==> config.mk <==
export PLATFORM = sky130hd
export DESIGN_NAME = pipelined_shifter
export DESIGN_NICKNAME = d
export VERILOG_FILES = /design/src/rtl/pipelined_shifter.sv
export SDC_FILE = /design/constraint.sdc
export NUM_CORES = 1
export LEC_CHECK = 0
export ABC_AREA = 1
export CAP_MARGIN = 5
export CORE_MARGIN = 2
export CORE_UTILIZATION = 45
export CTS_CLUSTER_SIZE = 30
export DETAILED_ROUTE_END_ITERATION = 10
export PLACE_DENSITY = 0.76
export SYNTH_ARGS = -nofsm -noshare
export SYNTH_HDL_FRONTEND = slang
export SYNTH_SLANG_ARGS = --single-unit
==> constraint.sdc <==
create_clock -name clk -period 6.7 [get_ports clk]
set_input_delay 1.34 -clock clk [delete_from_list [all_inputs] [get_ports clk]]
set_output_delay 1.34 -clock clk [all_outputs]
set_load 0.02 [all_outputs]
==> src/rtl/pipelined_shifter.sv <==
`timescale 1ns/1ps
`default_nettype none
// +----------------------------------------------------------------------------+
// | Module      : pipelined_shifter                                            |
// | Description : Pipelined multi-mode barrel shifter (SLL/SRL/SRA/ROR, full   |
// |               width or RV64-style word mode) with valid/ready handshake,   |
// |               flush and a pass-through sideband tag.                       |
// | Revision    : 1.0 - initial release                                        |
// +----------------------------------------------------------------------------+
//
// Every operation is normalised into a right shift or right rotate of a
// WIDTH-bit word:
//   - SLL is done as bit-reverse, right shift, bit-reverse.
//   - Word ROR duplicates the low half, so a WIDTH-bit rotate by less than
//     WIDTH/2 leaves the half-width rotation in the low half.
//   - Word SRL/SRA pre-fill the upper half with the fill bit.
// The SHAMT_W mux levels, LSB first, are then spread over PIPE_STAGES
// registers. The un-reverse and the word-mode sign extension happen in front
// of the last register, so out_* come straight from flops.
module pipelined_shifter #(
  parameter int WIDTH       = 64,
  parameter int SHAMT_W     = $clog2(WIDTH),
  parameter int PIPE_STAGES = 2,
  parameter int TAG_W       = 8
) (
  input  logic               clk,
  input  logic               rst,
  input  logic               flush,
  input  logic               in_valid,
  output logic               in_ready,
  input  logic [WIDTH-1:0]   in_data,
  input  logic [SHAMT_W-1:0] in_shamt,
  input  logic [1:0]         in_op,
  input  logic               in_word,
  input  logic [TAG_W-1:0]   in_tag,
  output logic               out_valid,
  input  logic               out_ready,
  output logic [WIDTH-1:0]   out_data,
  output logic [TAG_W-1:0]   out_tag
);

  localparam int C_HALF  = WIDTH / 2;
  localparam int C_BASE  = SHAMT_W / PIPE_STAGES;
  localparam int C_EXTRA = SHAMT_W % PIPE_STAGES;

  localparam logic [1:0] C_OP_SLL = 2'b00;
  localparam logic [1:0] C_OP_SRA = 2'b10;
  localparam logic [1:0] C_OP_ROR = 2'b11;

  // First mux level owned by stage k; earlier stages take the leftover levels.
  function automatic int first_level(input int k);
    return k * C_BASE + ((k < C_EXTRA) ? k : C_EXTRA);
  endfunction

  function automatic logic [WIDTH-1:0] bit_reverse(input logic [WIDTH-1:0] x);
    logic [WIDTH-1:0] r;
    for (int i = 0; i < WIDTH; i++) r[i] = x[WIDTH-1-i];
    return r;
  endfunction

  // One mux level: right shift by 2**lvl, filling with the wrapped bits or the fill bit.
  function automatic logic [WIDTH-1:0] right_step(input logic [WIDTH-1:0] x, input int lvl,
                                                  input logic rot, input logic fill);
    logic [WIDTH-1:0] r;
    logic [WIDTH-1:0] ones;
    int               amt;
    amt  = 1 << lvl;
    ones = '1;
    r    = x >> amt;
    if (rot)       r = r | (x << (WIDTH - amt));
    else if (fill) r = r | ~(ones >> amt);
    return r;
  endfunction

  // Stage registers
  logic [WIDTH-1:0]       data_q  [PIPE_STAGES];
  logic [WIDTH-1:0]       data_d  [PIPE_STAGES];
  logic [SHAMT_W-1:0]     shamt_q [PIPE_STAGES];
  logic [SHAMT_W-1:0]     shamt_d [PIPE_STAGES];
  logic [1:0]             op_q    [PIPE_STAGES];
  logic [1:0]             op_d    [PIPE_STAGES];
  logic [TAG_W-1:0]       tag_q   [PIPE_STAGES];
  logic [TAG_W-1:0]       tag_d   [PIPE_STAGES];
  logic [PIPE_STAGES-1:0] word_q, word_d;
  logic [PIPE_STAGES-1:0] fill_q, fill_d;
  logic [PIPE_STAGES-1:0] valid_q, valid_d;
  logic [PIPE_STAGES-1:0] adv;

  // Normalised input operand
  logic [WIDTH-1:0]   pre_data;
  logic [SHAMT_W-1:0] pre_shamt;
  logic               pre_fill;

  // Map every op/mode onto a right shift or rotate of a WIDTH-bit word.
  always_comb begin
    logic [C_HALF-1:0] lo;
    lo        = in_data[C_HALF-1:0];
    pre_shamt = in_shamt;
    pre_fill  = 1'b0;
    if (in_word) pre_shamt[SHAMT_W-1] = 1'b0;
    if (in_op == C_OP_SRA) pre_fill = in_word ? lo[C_HALF-1] : in_data[WIDTH-1];
    if (!in_word)               pre_data = in_data;
    else if (in_op == C_OP_ROR) pre_data = {lo, lo};
    else                        pre_data = {{C_HALF{pre_fill}}, lo};
    if (in_op == C_OP_SLL) pre_data = bit_reverse(pre_data);
  end

  // Stage k advances when it is empty or everything downstream of it advances.
  always_comb begin
    logic downstream;
    downstream = out_ready;
    for (int k = PIPE_STAGES - 1; k >= 0; k--) begin
      downstream = !valid_q[k] || downstream;
      adv[k]     = downstream;
    end
  end

  assign in_ready = !flush && adv[0];

  // Next state per stage: shift through this stage's levels on advance, hold on stall, kill valid on flush.
  always_comb begin
    logic [WIDTH-1:0]   v;
    logic [WIDTH-1:0]   s_data;
    logic [SHAMT_W-1:0] s_shamt;
    logic [1:0]         s_op;
    logic [TAG_W-1:0]   s_tag;
    logic               s_word;
    logic               s_fill;
    logic               s_valid;
    int                 p;
    for (int k = 0; k < PIPE_STAGES; k++) begin
      data_d[k]  = data_q[k];
      shamt_d[k] = shamt_q[k];
      op_d[k]    = op_q[k];
      tag_d[k]   = tag_q[k];
      word_d[k]  = word_q[k];
      fill_d[k]  = fill_q[k];
      valid_d[k] = valid_q[k];

      p = (k > 0) ? k - 1 : 0;
      if (k == 0) begin
        s_data  = pre_data;
        s_shamt = pre_shamt;
        s_op    = in_op;
        s_tag   = in_tag;
        s_word  = in_word;
        s_fill  = pre_fill;
        s_valid = in_valid;
      end else begin
        s_data  = data_q[p];
        s_shamt = shamt_q[p];
        s_op    = op_q[p];
        s_tag   = tag_q[p];
        s_word  = word_q[p];
        s_fill  = fill_q[p];
        s_valid = valid_q[p];
      end

      v = s_data;
      for (int l = 0; l < SHAMT_W; l++) begin
        if (l >= first_level(k) && l < first_level(k + 1) && s_shamt[l])
          v = right_step(v, l, s_op == C_OP_ROR, s_fill);
      end
      if (k == PIPE_STAGES - 1) begin
        if (s_op == C_OP_SLL) v = bit_reverse(v);
        if (s_word) v = {{C_HALF{v[C_HALF-1]}}, v[C_HALF-1:0]};
      end

      if (flush) begin
        valid_d[k] = 1'b0;
      end else if (adv[k]) begin
        valid_d[k] = s_valid;
        if (s_valid) begin
          data_d[k]  = v;
          shamt_d[k] = s_shamt;
          op_d[k]    = s_op;
          tag_d[k]   = s_tag;
          word_d[k]  = s_word;
          fill_d[k]  = s_fill;
        end
      end
    end
  end

  // Stage registers with asynchronous clear.
  always_ff @(posedge clk or posedge rst) begin
    if (rst) begin
      for (int k = 0; k < PIPE_STAGES; k++) begin
        data_q[k]  <= '0;
        shamt_q[k] <= '0;
        op_q[k]    <= '0;
        tag_q[k]   <= '0;
      end
      word_q  <= '0;
      fill_q  <= '0;
      valid_q <= '0;
    end else begin
      for (int k = 0; k < PIPE_STAGES; k++) begin
        data_q[k]  <= data_d[k];
        shamt_q[k] <= shamt_d[k];
        op_q[k]    <= op_d[k];
        tag_q[k]   <= tag_d[k];
      end
      word_q  <= word_d;
      fill_q  <= fill_d;
      valid_q <= valid_d;
    end
  end

  assign out_valid = valid_q[PIPE_STAGES-1];
  assign out_data  = data_q[PIPE_STAGES-1];
  assign out_tag   = tag_q[PIPE_STAGES-1];

endmodule
`default_nettype wire

==> metrics.yaml <==
status:
  run_status: "finished, final reports clean"
synthesis:
  synth_warnings: 0
  syn-cell-area_um2: 13300
  netlist-cell-type-count: 29
  enable_flop_cells: 0
  ys_sh_adder_pct: 0
  synthesis.nets: 2261
  synth.yosys.num_cells: 2175
  number_of_register_bits_inferred_by_synthesis: 153
  synthTopLogicFamily: "simple AND/OR/NAND/NOR gates"
  synth-compound-area-share_pct: 8.26
  postSynthAreaPerCell_um2: 6.13
  post-synth-top-area-cell: "sky130_fd_sc_hd__dfrtp_1"
  synth.cells.most_frequent: "769 x sky130_fd_sc_hd__nand2_1, 678 x sky130_fd_sc_hd__nand3_1, 153 x sky130_fd_sc_hd__dfrtp_1"
  synth.cellmix.xorXnorShare_pct: 0
  synth_async_sr_flop_share_pct: 100
  synthTopCellsByArea: "sky130_fd_sc_hd__dfrtp_1 29%, sky130_fd_sc_hd__nand3_1 25%, sky130_fd_sc_hd__nand2_1 22%, sky130_fd_sc_hd__buf_4 4.8%, sky130_fd_sc_hd__o21ai_0 2.2%"
  synth_dominant_cell_count: "sky130_fd_sc_hd__nand2_1"
  synth.mux.area_fraction_pct: 0.601
  seq_area_frac_synth_pct: 28.7
  netlist.area_leader.share_pct: 28.7
  synth-area-yosys_um2: 13300
  post_synth_inst_count: 2175
  dominantRegCellSynth: "sky130_fd_sc_hd__dfrtp_1"
  post_synth_and_or_nand_nor_area_fraction_pct: 50.9
route:
  antenna_left: 0
  detail_route.drc_violations: 0
  num_vias: 15000
  route.detailed.vias_per_inst: 5.90
  route.final.wire_length_um: 47200
  length_of_the_first_detailed_routing_pass_in_iterations: 6
  drt_iter0_markers: 2099
clock_network:
  post_cts_buffers: 0
  cts_made_buffers: 17
  hold_buffers: 0
  clock-sinks: 153
  cts_max_path_buffers: 2
  cts.clk_slew.worst_paths_ns: 0.08
  htreeDepth: 4
  cts_tree: "done"
  clk-insertion-delay-late_ns: 0.45
  postCtsResizedCells: 0
floorplanning:
  die-height_um: 176
  dieWidth_um: 176
  placeable_core_area_um2: 29400
  floorplan.rows: 63
  floorplan.io_pins: 160
  fp_util_pct: 45.3
power:
  max-vdd-ir-drop_mv: 0.201
  pwr_density_cell_nw_per_um2: 280
  fin_total_pwr_mw: 4.16
  power.leakage_nw: 7.14
final_layout:
  most_common_library_cell_in_the_layout_ignoring_fill_and_taps: "sky130_fd_sc_hd__nand2_1"
  final_layout_size_suffix_gt1_share_pct: 5.95
  post-route-util_pct: 50.5
  layout_top_cells_excl_fill_tap: "767 x sky130_fd_sc_hd__nand2_1, 678 x sky130_fd_sc_hd__nand3_1, 155 x sky130_fd_sc_hd__clkdlybuf4s50_1, 150 x sky130_fd_sc_hd__dfrtp_1, 59 x sky130_fd_sc_hd__o21ai_0"
  final_cell_count_no_fill: 2541
  insertedDiodeCount: 0
  finish.instance_area_um2: 14800
placed_design:
  port-buffer-count: 159
  place_area_um2: 14200
  detailedPlacementHpwl_um: 34500
  replace_congestion: 0.969
  place_worst_setup_slack_ns: 2.62
  place_inst: 2509
timing:
  setup_slack_ns: 2.68
  worst_slew_pin_slew_ns: 1.14
  relSlewSlack_pct: 24.0
  final-hold-violation-count: 0
  slew_viol_final: 0
  fmax_ghz: 0.249
  period_minus_slack_ns: 4.02
  finalSetupTns_ns: 0
  finalCritPeriodShare_pct: 60.0
  grt_setup_unrepaired: "false"
  worst_clock_skew_ns: 0.0183
  holdWs_ns: 0.475
worst_setup_path:
  cp_cell_sequence: "clkdlybuf4s50_1 -> nor2_1 -> nand2_1 -> nand2_1 -> inv_1 -> clkdlybuf4s50_1"
  startpoint_type: "input port"
  worst-path-max-fanout: 3
  critPathKind: "input port to output port"
  max_stage_delay_ns: 0.59
  arrival_ns: 2.68
  critical_path_cell_with_the_highest_stage_delay: "sky130_fd_sc_hd__clkdlybuf4s50_1"
  end_kind: "output port"
  worst_endpoint_required_time_ns: 5.36
  critical_path.top_delay_family: "buffers and inverters"
  cp_num_buf_inv: 3
run:
  timing.max_cap.violations: 0
  stage_log_warnings: 26
global_route:
  grt_first_pass_wirelength_um: 75100
  antenna_found_initial: 0
  grt_pass1_vias: 13600
  pin_count_of_the_biggest_net_entering_global_routing: 78
min_path:
  min-delay-path-class: "flop to flop"
==> final cells by class <==
type                    count  area, um^2
clock buffers              17         425
clock inverters            15         179
fillers                  3045       14600
inverters                  53         204
multi-input cells        1733        7990
flip-flops and latches    153        3830
well taps                 390         488
repair buffers            180        1730
==> path summary, 6_finish.rpt <==
| check | from | slack [ns] | cells past startpoint | endpoint |
|---|---|---|---|---|
| hold / removal | tag_q[14] | 0.48 | 2 | out_tag[6] |
| max in group asynchronous | rst | 4.09 | 3 | valid_q[1] |
| setup / recovery | out_ready | 2.68 | 6 | in_ready |
| setup reg to reg | shamt_q[11] | 3.30 | 10 | out_data[34] |
| hold reg to reg | tag_q[14] | 0.48 | 2 | out_tag[6] |
| min in group asynchronous | rst | 1.37 | 2 | data_q[109] |
==> worst reg2reg max path, stage by stage (launching register included) <==
cell	delay [ns]
sky130_fd_sc_hd__dfrtp_2	0.34
sky130_fd_sc_hd__buf_4	0.55
sky130_fd_sc_hd__inv_2	0.61
sky130_fd_sc_hd__nor2_2	0.86
sky130_fd_sc_hd__nand2_1	0.13
sky130_fd_sc_hd__nand2_1	0.13
sky130_fd_sc_hd__nand2_2	0.08
sky130_fd_sc_hd__nand3_4	0.32
sky130_fd_sc_hd__nand2_1	0.11
sky130_fd_sc_hd__nand2_1	0.11
sky130_fd_sc_hd__nand2_1	0.06
==> layer usage <==
layer	track usage, %	vias up	share of wire [%]
met5	0	-	0
met4	11.2	0	3.6
met3	4.31	100	8.1
met2	47.4	706	44
met1	43.8	7018	44
li1	-	7158	-
==> where the power goes <==
part	internal [mW]	leakage, nW	switching (mW)
Combinational	0.682	4.97	1.19
Clock	0.503	0.293	0.484
Sequential	1.14	1.88	0.164
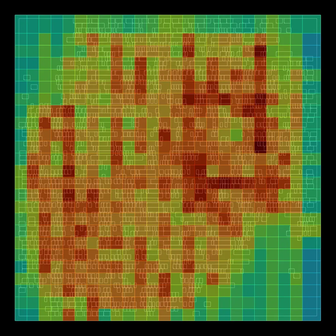
(congestion heat map)
overall track demand over capacity in global routing: 30.7%
met1 track demand over resource in global routing: 43.8%
busiest grt layer: met2
wire per inst: 18.6 um
Global Route met2 Usage: 47.4%

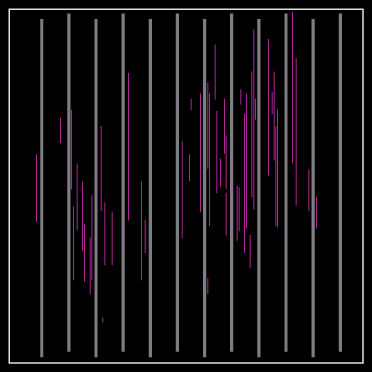
(signal wires on met4)
Drawn at 2 px/um. Supply wires on this layer in gray.
40 nets have wire on it. The longest straight run is 89.8 um. The layer carries 1710 um of wire. The layer holds 3.6% of the routed length.

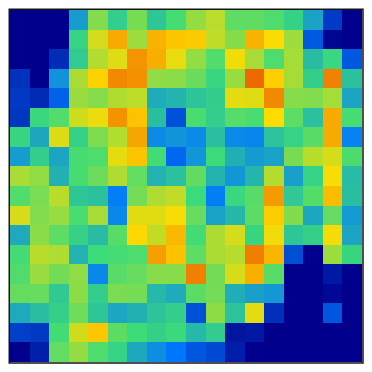
(local utilization)
Drawn at 2 px/um. The die is cut into 18 by 18 equal tiles; dark blue is low, red is high, 0 to 100% covered.
11% of the tiles are nearly empty. The emptiest ninth of the die: south-east. The mean over all tiles is 46%. The fullest tile reaches 88%.

Power figures rest on the tool's default switching activity, not on a simulated workload.
